$ cat src/rtl/gpout_tx_if.sv
// Character-write handshake plus the 16-bit GPIO word seen by the tester.
interface gpout_tx_if;
   logic        wr_valid;
   logic [7:0]  wr_data;
   logic        wr_ready;
   logic        fin_req;
   logic [15:0] GPOUT;

   modport master (output wr_valid, wr_data, fin_req, input wr_ready, GPOUT);
   modport slave  (input wr_valid, wr_data, fin_req, output wr_ready, GPOUT);
endinterface

$ cat src/rtl/gpout_tx.sv
// Character FIFO feeding a strobed GPIO word; byte accepted at edge N strobes after edge N+1.
// wr_ready drops while the FIFO is full or once a finish is pending; GPOUT is fully registered.
module gpout_tx #(
   parameter int DEPTH = 8,
   parameter int GAP   = 1
) (
   input  logic CLK,
   input  logic RSTn,
   gpout_tx_if.slave bus
);

   localparam int AW = (DEPTH > 1) ? $clog2(DEPTH) : 1;
   localparam logic [3:0] GAP_LD = (GAP > 0) ? 4'(GAP - 1) : 4'd0;

   typedef enum logic [2:0] {S_IDLE, S_STROBE, S_GAP, S_DRAIN, S_DONE} state_t;

   typedef struct packed {
      logic [4:0] zero;
      logic       fin;
      logic       busy;
      logic       stb;
      logic [7:0] dat;
   } gpout_t;

   logic [7:0]    r_mem [DEPTH];
   logic [AW-1:0] r_wptr;
   logic [AW-1:0] r_rptr;
   logic [AW:0]   r_cnt;
   logic [AW:0]   w_cnt_nxt;
   state_t        r_state;
   state_t        w_state_nxt;
   logic [3:0]    r_gcnt;
   logic          r_fin;
   logic          r_live;
   gpout_t        r_gp;
   gpout_t        w_gp_nxt;
   logic          w_empty;
   logic          w_full;
   logic          w_rdy;
   logic          w_push;
   logic          w_pop;

   assign w_empty = (r_cnt == '0);
   assign w_full  = (r_cnt == (AW+1)'(DEPTH));
   // r_live keeps wr_ready low until the first edge after reset release
   assign w_rdy   = r_live & ~w_full & ~r_fin;
   assign w_push  = bus.wr_valid & w_rdy;

   assign bus.wr_ready = w_rdy;
   assign bus.GPOUT    = r_gp;

   always_comb begin
      w_state_nxt = r_state;
      case (r_state)
         S_IDLE: begin
            if (r_fin)
               w_state_nxt = S_DRAIN;
            else if (!w_empty)
               w_state_nxt = S_STROBE;
         end
         S_STROBE: begin
            if (GAP > 0)
               w_state_nxt = S_GAP;
            else if (!w_empty)
               w_state_nxt = S_STROBE;
            else if (r_fin)
               w_state_nxt = S_DONE;
            else
               w_state_nxt = S_IDLE;
         end
         S_GAP: begin
            if (r_gcnt == 4'd0) begin
               if (!r_fin)
                  w_state_nxt = S_IDLE;
               else if (w_empty)
                  w_state_nxt = S_DONE;
               else
                  w_state_nxt = S_DRAIN;
            end
         end
         S_DRAIN: w_state_nxt = w_empty ? S_DONE : S_STROBE;
         S_DONE:  w_state_nxt = S_DONE;
         default: w_state_nxt = S_IDLE;
      endcase

      // Every entry into STROBE consumes the FIFO head on that same edge
      w_pop = (w_state_nxt == S_STROBE);

      w_cnt_nxt = r_cnt;
      if (w_push && !w_pop)
         w_cnt_nxt = r_cnt + 1'b1;
      else if (!w_push && w_pop)
         w_cnt_nxt = r_cnt - 1'b1;

      w_gp_nxt      = r_gp;
      w_gp_nxt.zero = '0;
      w_gp_nxt.stb  = w_pop;
      if (w_pop)
         w_gp_nxt.dat = r_mem[r_rptr];
      w_gp_nxt.busy = (w_cnt_nxt != '0) || !(w_state_nxt inside {S_IDLE, S_DONE});
      w_gp_nxt.fin  = (w_state_nxt == S_DONE);
   end

   always_ff @(posedge CLK or negedge RSTn) begin
      if (!RSTn) begin
         r_state <= S_IDLE;
         r_gcnt  <= '0;
         r_fin   <= 1'b0;
         r_live  <= 1'b0;
         r_gp    <= '0;
      end else begin
         r_state <= w_state_nxt;
         r_live  <= 1'b1;
         r_gp    <= w_gp_nxt;
         if (bus.fin_req)
            r_fin <= 1'b1;
         if (r_state == S_STROBE && w_state_nxt == S_GAP)
            r_gcnt <= GAP_LD;
         else if (r_state == S_GAP && r_gcnt != 4'd0)
            r_gcnt <= r_gcnt - 1'b1;
      end
   end

   always_ff @(posedge CLK or negedge RSTn) begin
      if (!RSTn) begin
         r_wptr <= '0;
         r_rptr <= '0;
         r_cnt  <= '0;
      end else begin
         if (w_push)
            r_wptr <= r_wptr + 1'b1;
         if (w_pop)
            r_rptr <= r_rptr + 1'b1;
         r_cnt <= w_cnt_nxt;
      end
   end

   always_ff @(posedge CLK) begin
      if (w_push)
         r_mem[r_wptr] <= bus.wr_data;
   end

endmodule

$ cat src/flat_wrapper.sv
// flat-port wrapper written by rule: the top's interface ports become plain ports
module gpout_tx_flat 
#(
   parameter int DEPTH = 8,
   parameter int GAP   = 1
)
  (CLK, RSTn, bus_wr_valid, bus_wr_data, bus_fin_req, bus_wr_ready, bus_GPOUT);
  gpout_tx_if bus_i ();
  input  logic CLK;
  input  logic RSTn;
  input wire logic [$bits(bus_i.wr_valid)-1:0] bus_wr_valid;
  input wire logic [$bits(bus_i.wr_data)-1:0] bus_wr_data;
  input wire logic [$bits(bus_i.fin_req)-1:0] bus_fin_req;
  output wire logic [$bits(bus_i.wr_ready)-1:0] bus_wr_ready;
  output wire logic [$bits(bus_i.GPOUT)-1:0] bus_GPOUT;
  assign bus_i.wr_valid = bus_wr_valid;
  assign bus_i.wr_data = bus_wr_data;
  assign bus_i.fin_req = bus_fin_req;
  assign bus_wr_ready = bus_i.wr_ready;
  assign bus_GPOUT = bus_i.GPOUT;
  gpout_tx #(.DEPTH(DEPTH), .GAP(GAP)) u_core (.CLK(CLK), .RSTn(RSTn), .bus(bus_i));
endmodule
$ cat config.mk
export PLATFORM = sky130hd
export DESIGN_NAME = gpout_tx_flat
export DESIGN_NICKNAME = d
export VERILOG_FILES = /design/src/rtl/gpout_tx_if.sv /design/src/rtl/gpout_tx.sv /design/src/flat_wrapper.sv
export SDC_FILE = /design/constraint.sdc
export NUM_CORES = 1
export LEC_CHECK = 0
export ABC_AREA = 0
export ABC_CLOCK_PERIOD_IN_PS = 2600
export CAP_MARGIN = 10
export CORE_ASPECT_RATIO = 2
export CORE_MARGIN = 2
export CORE_UTILIZATION = 53
export CTS_CLUSTER_SIZE = 16
export DETAILED_ROUTE_END_ITERATION = 16
export GPL_TIMING_DRIVEN = 0
export PLACE_DENSITY = 0.76
export RECOVER_POWER = 25
export SLEW_MARGIN = 20
export SYNTH_ARGS = -nofsm -noshare
export SYNTH_HDL_FRONTEND = slang
export SYNTH_SLANG_ARGS = --single-unit
export TNS_END_PERCENT = 100
$ cat constraint.sdc
create_clock -name CLK -period 2.6 [get_ports CLK]
set_input_delay 0.52 -clock CLK [delete_from_list [all_inputs] [get_ports CLK]]
set_output_delay 0.52 -clock CLK [all_outputs]
set_load 0.1 [all_outputs]
==> reports/metrics.cfg, run 1 <==
[run_status]
outcome = finished, violations left
violations = max-capacitance violations, max-slew violations

[worst_setup_path]
critPathLaunchType = flop
crit_path_end = u_core.bus.GPOUT[9]
path_max_fanout = 10
endpoint_kind = flop
crit_start = u_core.r_fin

[synth]
ys_sh_xor = 0.01323
compound_area_frac = 0.05953
yosys.area.top_type = edfxtp_1
top_cell = edfxtp_1
top_area_frac = 0.4838
ys_seq_share = 0.6728
edf_count = 64
synth_async_sr_flop_share = 0.3191
ys_ff = 94
synth.avg_cell_area_sq_um = 15.46
ys_types = 40
synthCells = 257
ff_type = edfxtp_1

[clock_tree]
cts_buffers = 9
insertion_delay_ns = 0.34
post-cts-setup-buffer-count = 0

[min_path]
min_path_type = flop to flop
min-delay-start = u_core.bus.GPOUT[5]

[timing]
fin_crit_ns = 2.460
rsz0062_at_grt = no
setup_viol = 0
fin_skew_ns = 0.006367
worst_pin_slew_ns = 1.634
slew_viol_final = 31
fin_crit_sh = 0.9463

[final_layout]
drive_above_1_share = 0.1961
flop_area_sq_um = 2673
fill_cells = 538
combGateArea_sq_um = 1252

[route]
drt-met1-wl_um = 2809
wl_per_cell_um = 18.38
vias = 2278
via_per_inst = 5.724
antenna_left = 0

[pwr]
p_total_mw = 5.156
irDropWorstVdd_mv = 0.6838
p_leak_nw = 1.715

[placement]
hpwlAfterDp_um = 5101
gp_congestion = 0.8312

[global_route]
grt_max_degree = 31
grt_pass1_wl_um = 11620

[flow_run]
drv_cap = 1

-- run 1: final cells by class --
type | count | area share
buffer | 16 | 0.01762
multi-input combinational | 145 | 0.2673
timing repair buffer | 29 | 0.05474
sequential | 94 | 0.5704
clock inverter | 4 | 0.004806
clock buffer | 12 | 0.05474
inverter | 6 | 0.005875
tap | 92 | 0.02457
-- run 1: stage by stage --
| step | std cells | cell area, sq um | hold slack (ns) |
|---|---|---|---|
| global route | 398 | 4686 | 0.5261 |
| detailed placement | 382 | 4409 | 0.4838 |
| CTS | 398 | 4692 | 0.2338 |
| finish | 398 | 4686 | 0.4906 |
| floorplan | 261 | 3993 | 0.2244 |
| global placement | 376 | 4338 | 0.4756 |
-- run 1: critical path, stage by stage (launching register included) --
cell       delay (ns)
dfrtp_1          0.47
or3_1            0.38
a211o_1          0.40
buf_2            0.23
a2111oi_2        0.37
or4b_1           0.47
-- run 1: registers in the layout (all words and copies together), names as in the netlist --
name	flops
u_core.r_gcnt	4
u_core.r_cnt	4
u_core.r_state	3
u_core.r_wptr	3
u_core.bus.GPOUT	11
u_core.r_fin	1
u_core.r_rptr	3
u_core.r_live	1
u_core.r_mem	64
-- run 1: timing repair --
action                                  in CTS  in global routing
gates resized                                4                  3
endpoints found under the setup margin       9                  3
cloned                                       0                  0
-- run 1: power breakdown --
part	switching (mW)	internal [mW]	total (mW)
sequential	0.132	1.77	1.90
clock	0.516	0.695	1.21
combinational	1.33	0.710	2.04
-- run 1: routing by layer --
| layer | track usage | vias up |
|---|---|---|
| li1 | - | 1064 |
| met1 | 0.2119 | 1150 |
| met2 | 0.3397 | 45 |
| met3 | 0.04610 | 19 |
| met4 | 0.1115 | 0 |
| met5 | 0 | - |
run_1/clk_routes.png
(6 px per um)
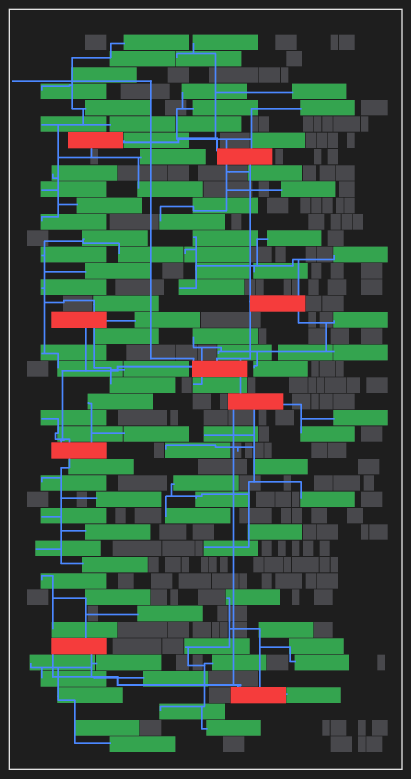
[blue] clock wires | length: 1030 um
[red] clock drivers | count: 9
[green] flip-flops | count: 94
routed clock nets: 10
flops lie: spread over the die

run_1/io_placement.png
(3 px per um) Pins as bars across the die edge, other pins in gray.
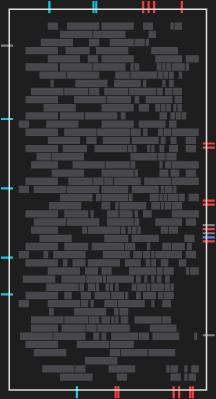
| color | port | pins | direction | edge |
|---|---|---|---|---|
| red | bus_GPOUT | 16 | output | 6 bottom, 6 right, 4 top |
| blue | bus_wr_valid | 1 | input | right |
| cyan | bus_wr_data | 8 | input | 4 left, 3 top, 1 bottom |
all pins by edge: 10 right, 7 bottom, 7 top, 5 left
Buffers on Ports: 23
die width: 65.22 um
die y size: 126.4 um

run_1/placement_by_type.png
(4 px per um) Fill, decap, tap and diode cells in gray.
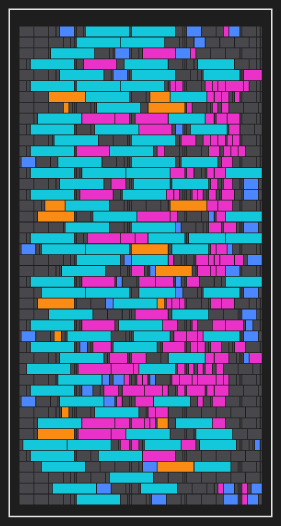
| color | class | cells | share of their area |
|---|---|---|---|
| orange | clock drivers and dummy loads | 16 | 6.1% |
| magenta | combinational and other logic | 151 | 28% |
| blue | other buffers and delay cells | 45 | 7.4% |
| cyan | flops | 94 | 58% |
row cnt: 44
Core Region: 7267 sq um
post-layout util: 0.6448
sequential share of cell area: 0.5704

==> inputs of run 2 (changes only) <==
--- a/config.mk
+++ b/config.mk
@@ -14,7 +14,7 @@
 export CTS_CLUSTER_SIZE = 16
 export DETAILED_ROUTE_END_ITERATION = 16
 export GPL_TIMING_DRIVEN = 0
-export PLACE_DENSITY = 0.76
+export PLACE_DENSITY = 0.73
 export RECOVER_POWER = 25
 export SLEW_MARGIN = 20
 export SYNTH_ARGS = -nofsm -noshare
==> run 2 against run 1 <==
Against the previous run:
- the run still ends with max-capacitance violations, max-slew violations left
- critical path depth unchanged
- via count down 1.1%
- die area unchanged
- clock-buffer cell count is 3 lower
- sequential share of layout area decreased by 0.30 points
- clock power shrank 3%
- sequential power barely moved
- final cell count fell by 0.50%
- worst hold slack got worse by 0.0032 ns
- non-clock buffer count shrank 1
- largest cell class unchanged
==> reports/metrics.cfg, run 2 <==
[min_path]
min-delay-start = u_core.bus.GPOUT[0]  ; was u_core.bus.GPOUT[5]
min_path_type = flop to flop  ; unchanged

[timing]
fin_crit_ns = 2.513  ; was 2.460 ns
setup_viol = 0  ; unchanged
fin_skew_ns = 0.006671  ; was 0.006367 ns
worst_pin_slew_ns = 1.613  ; was 1.634 ns
slew_viol_final = 31  ; unchanged
fin_crit_sh = 0.9664  ; was 0.9463
fin_hold_ws_ns = 0.4875  ; was 0.4906 ns

[final_layout]
final_area_sq_um = 4711  ; was 4686 sq um
fill_cells = 564  ; was 538
combGateArea_sq_um = 1296  ; was 1252 sq um
flop_area_sq_um = 2673  ; unchanged
drive_above_1_share = 0.1875  ; was 0.1961
largest_reg_flops = 64  ; unchanged
fin_nets = 318  ; was 319
regMostFlops = u_core.r_mem  ; unchanged

[clock_tree]
insertion_delay_ns = 0.35  ; was 0.34 ns
post-cts-setup-buffer-count = 0  ; unchanged
cts_buffers = 9  ; unchanged

[global_route]
grt_pass1_wl_um = 11470  ; was 11620 um
grt_max_degree = 31  ; unchanged

[pwr]
comb_power_share = 0.398  ; was 0.397
netSwitchingFraction = 0.3898  ; was 0.3845
pg_seq_mw = 1.90  ; about the same
irDropWorstVdd_mv = 0.6093  ; was 0.6838 mV
power_frac_seq = 0.372  ; was 0.369
maxPowerGroup = combinational cells  ; unchanged
p_int_mw = 3.119  ; was 3.173 mW
powerClk_mw = 1.17  ; was 1.21 mW
p_comb_mw = 2.03  ; was 2.04 mW
clkPwrFrac = 0.230  ; was 0.235
p_switching_mw = 1.993  ; was 1.983 mW
p_total_mw = 5.112  ; was 5.156 mW

[floorplanning]
die-height_um = 126.4  ; unchanged
die-width_um = 65.22  ; unchanged
fp.coreArea_sq_um = 7267  ; unchanged
std_cell_rows = 44  ; unchanged

[worst_setup_path]
endpoint_kind = output pin  ; was flop
cp_num_buf_inv = 2  ; was 1
crit_chain = inv_1 -> ha_1 -> and3b_1 -> nor3b_2 -> clkdlybuf4s18_2  ; was or3_1 -> a211o_1 -> buf_2 -> a2111oi_2 -> or4b_1
path_max_fanout = 6  ; was 10
crit_cells = 5  ; unchanged
critPathLaunchType = flop  ; unchanged
slowest_delay_ns = 0.55  ; was 0.47 ns
rrSetupSlack_ns = 0.21  ; was 0.14 ns
cp_top_family = buffers and inverters  ; was simple AND/OR/NAND/NOR gates

[run_status]
outcome = finished, violations left  ; unchanged
violations = max-capacitance violations, max-slew violations  ; unchanged

[synth]
ys_seq_share = 0.6728  ; unchanged
top_cell = edfxtp_1  ; unchanged
synthCells = 257  ; unchanged
ff_type = edfxtp_1  ; unchanged
yosys.area.top_type = edfxtp_1  ; unchanged
compound_area_frac = 0.05953  ; unchanged
ys_sh_xor = 0.01323  ; unchanged
edf_count = 64  ; unchanged
ys_types = 40  ; unchanged
top_area_frac = 0.4838  ; unchanged
ys_ff = 94  ; unchanged

[flow_run]
drv_cap = 1  ; unchanged

[placement]
hpwlAfterDp_um = 5314  ; was 5101 um
io_buffers = 23  ; unchanged
placed_area_sq_um = 4402  ; was 4409 sq um
gp_congestion = 0.7998  ; was 0.8312

[route]
vias = 2254  ; was 2278
via_per_inst = 5.692  ; was 5.724

[run 2: repair_timing]
item / CTS / global route
gates cloned: 0 / 0
gates resized: 3 / 8
endpoints found under the setup margin: 1 / 33
endpoints found under the hold margin: 0 / 0
[run 2: per-layer routing]
metal  global-route usage  share of wire  routed length (um)  vias up
met2               0.3499           0.58                4282       34
met5                    0              0                   0        -
met3              0.03457          0.022                 162       19
met1               0.2072           0.36                2678     1135
li1                     -              -                   -     1066
met4               0.1225          0.038                 279        0
[run 2: final cells by class]
cell class	instances	area share
buffer	16	0.01726
clock buffer	9	0.04781
clock inverter	6	0.008234
inverter	6	0.005843
multi-input combinational	145	0.2752
sequential	94	0.5673
tap	92	0.02444
timing repair buffer	28	0.05392
[run 2: tightest hold or removal path: cells and delay by family, from the launching register on]
family / cells / cell delay [ns]
AOI/OAI and AO/OA: 1 / 0.06
DFF: 1 / 0.35
and+or+nand+nor: 1 / 0.05
[run 2: through the flow]
stage / instances / setup WS [ns] / util
after floorplan: 261 / 0.01219 / -
after global placement: 376 / -1.216 / 0.5969
after detailed placement: 381 / -0.3179 / 0.6057
after CTS: 396 / 0.02070 / 0.6422
after global routing: 396 / -0.003140 / 0.6482
final: 396 / 0.08734 / 0.6482
[run 2: worst max-delay path by stage]
stage	to	from
6_report	bus_wr_ready	u_core.r_cnt[1]
2_1_floorplan	bus_wr_ready	u_core.r_cnt[0]
3_5_place_dp	u_core.r_mem[1][1]	bus_wr_valid
5_1_grt	bus_wr_ready	u_core.r_cnt[1]
3_3_place_gp	u_core.r_mem[1][1]	bus_wr_valid
4_1_cts	u_core.r_mem[7][2]	u_core.r_cnt[1]
run_2/layer_met2.png
(4 px per um)
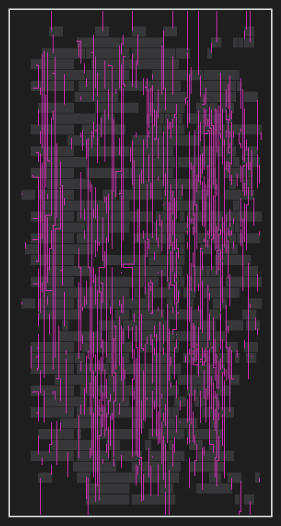
nets with wire on the layer: 284
wire length on this layer: 4280 um
longest straight run: 81.6 um

run_2/clk_routes.png
(6 px per um)
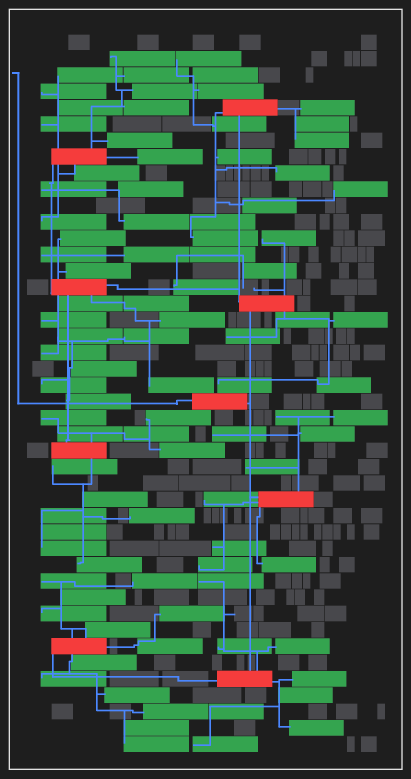
[green] flip-flops | count: 94
[red] clock drivers | count: 9
[blue] clock wires | length: 1030 um
flops lie: spread over the die

==> inputs of run 3 (changes only) <==
--- a/config.mk
+++ b/config.mk
@@ -7,7 +7,7 @@
 export LEC_CHECK = 0
 export ABC_AREA = 0
 export ABC_CLOCK_PERIOD_IN_PS = 2600
-export CAP_MARGIN = 10
+export CAP_MARGIN = 20
 export CORE_ASPECT_RATIO = 2
 export CORE_MARGIN = 2
 export CORE_UTILIZATION = 53
run_3/io_placement.png
(3 px per um) Pins as bars across the die edge, other pins in gray.
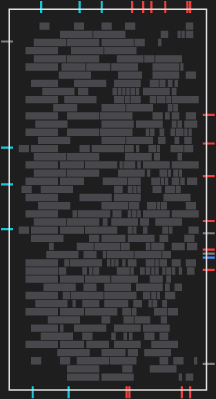
| color | port | pins | direction | edge |
|---|---|---|---|---|
| cyan | bus_wr_data | 8 | input | 3 left, 3 top, 2 bottom |
| red | bus_GPOUT | 16 | output | 6 right, 6 top, 4 bottom |
| blue | bus_wr_valid | 1 | input | right |

==> run 3 against run 2 <==
Against the previous run:
- largest power group unchanged
- synthesized cell count unchanged
- register-to-register slack about the same
- sequential share of layout area unchanged
- setup slack unchanged
- sequential cell count unchanged
- first-iteration DRC count unchanged
- clock-buffer cell count unchanged
- the run still ends with max-capacitance violations, max-slew violations left
==> reports/metrics.cfg, run 3 <==
[run_status]
outcome = finished, violations left  ; unchanged
violations = max-capacitance violations, max-slew violations  ; unchanged

[synth]
synth.avg_cell_area_sq_um = 15.46  ; unchanged
ys_ff = 94  ; unchanged
top_cell = edfxtp_1  ; unchanged
ys_sh_xor = 0.01323  ; unchanged
synth_async_sr_flop_share = 0.3191  ; unchanged
synthCells = 257  ; unchanged
edf_count = 64  ; unchanged
top_area_frac = 0.4838  ; unchanged

[pwr]
netSwitchingFraction = 0.3898  ; unchanged
p_leak_nw = 1.697  ; unchanged
clkPwrFrac = 0.230  ; about the same
p_total_mw = 5.112  ; unchanged
p_switching_mw = 1.993  ; unchanged
comb_power_share = 0.398  ; about the same
power_frac_seq = 0.372  ; about the same

[route]
via_per_inst = 5.692  ; unchanged
drt-met1-wl_um = 2678  ; unchanged
vias = 2254  ; unchanged

[flow_run]
drv_cap = 1  ; unchanged

[worst_setup_path]
crit_chain = inv_1 -> ha_1 -> and3b_1 -> nor3b_2 -> clkdlybuf4s18_2  ; unchanged
rrSetupSlack_ns = 0.21  ; about the same
critPathLaunchType = flop  ; unchanged
endpoint_kind = output pin  ; unchanged
path_max_fanout = 6  ; unchanged

[timing]
fin_crit_sh = 0.9664  ; unchanged
fin_crit_ns = 2.513  ; unchanged
worst_pin_slew_ns = 1.613  ; unchanged
slew_viol_final = 31  ; unchanged

[min_path]
min-delay-start = u_core.bus.GPOUT[0]  ; unchanged

[floorplanning]
std_cell_rows = 44  ; unchanged
die-width_um = 65.22  ; unchanged
die-height_um = 126.4  ; unchanged

[placement]
io_buffers = 23  ; unchanged
gp_congestion = 0.7998  ; unchanged

[global_route]
grt_max_degree = 31  ; unchanged
grtUsageMet2 = 0.3499  ; unchanged

[final_layout]
fin_nets = 318  ; unchanged
regMostFlops = u_core.r_mem  ; unchanged
drive_above_1_share = 0.1875  ; unchanged

run_3/layer_met2.png
(4 px per um)
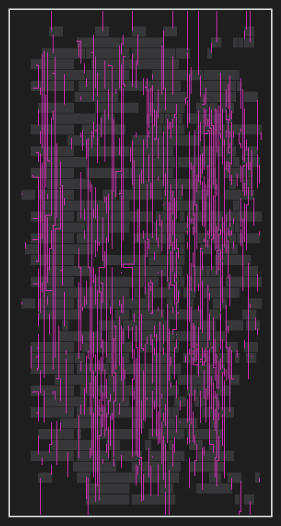
share of all routed wire: 58%
nets with wire on the layer: 284
wire length on this layer: 4280 um

-- run 3: final cells by class --
cell class              instances  area [sq um]
clock inverters                 6         38.79
multi-input cells             145          1296
clock buffers                   9         225.2
plain buffers                  16         81.33
flip-flops and latches         94          2673
inverters                       6         27.53
repair buffers                 28         254.0
fillers                       564          2556
well taps                      92         115.1
-- run 3: power groups by stage --
stage	clock (mW)	combinational (mW)	sequential, mW
3_3_place_gp	0	2.02	1.93
2_1_floorplan	0	1.05	2.44
4_1_cts	1.19	2.06	1.90
5_1_grt	1.26	2.18	1.92
6_report	1.17	2.03	1.90
3_5_place_dp	0	2.05	1.93
-- run 3: worst max-delay path by stage --
stage,startpoint,slack [ns],cells past startpoint,endpoint
2_1_floorplan,u_core.r_cnt[0],0.01,4,bus_wr_ready
3_3_place_gp,bus_wr_valid,-1.22,5,u_core.r_mem[1][1]
3_5_place_dp,bus_wr_valid,-0.32,6,u_core.r_mem[1][1]
4_1_cts,u_core.r_cnt[1],0.02,6,u_core.r_mem[7][2]
5_1_grt,u_core.r_cnt[1],-0.003,5,bus_wr_ready
6_report,u_core.r_cnt[1],0.09,5,bus_wr_ready
-- run 3: worst max-delay path, delay by kind of cell (launching register included) --
kind          cells  cell delay [ns]
fa+ha+maj         1             0.22
simple gates      2             0.37
flops             1             0.44
buf+inv           2             0.62
-- run 3: metrics by stage --
step                area (sq um)  instances  utilization  hold slack [ns]  setup slack [ns]
floorplan                   3993        261            -           0.2244           0.01219
global placement            4338        376       0.5969           0.4789            -1.216
detailed placement          4402        381       0.6057           0.4859           -0.3179
CTS                         4667        396       0.6422           0.2192           0.02070
global route                4711        396       0.6482           0.5337         -0.003140
finish                      4711        396       0.6482           0.4875           0.08734
-- run 3: timing repair --
action                                  CTS  global route
buffers inserted                          0             0
gates resized                             3             8
endpoints found under the setup margin    1            33
No activity file was given, so power comes from the tool's default toggle rates.
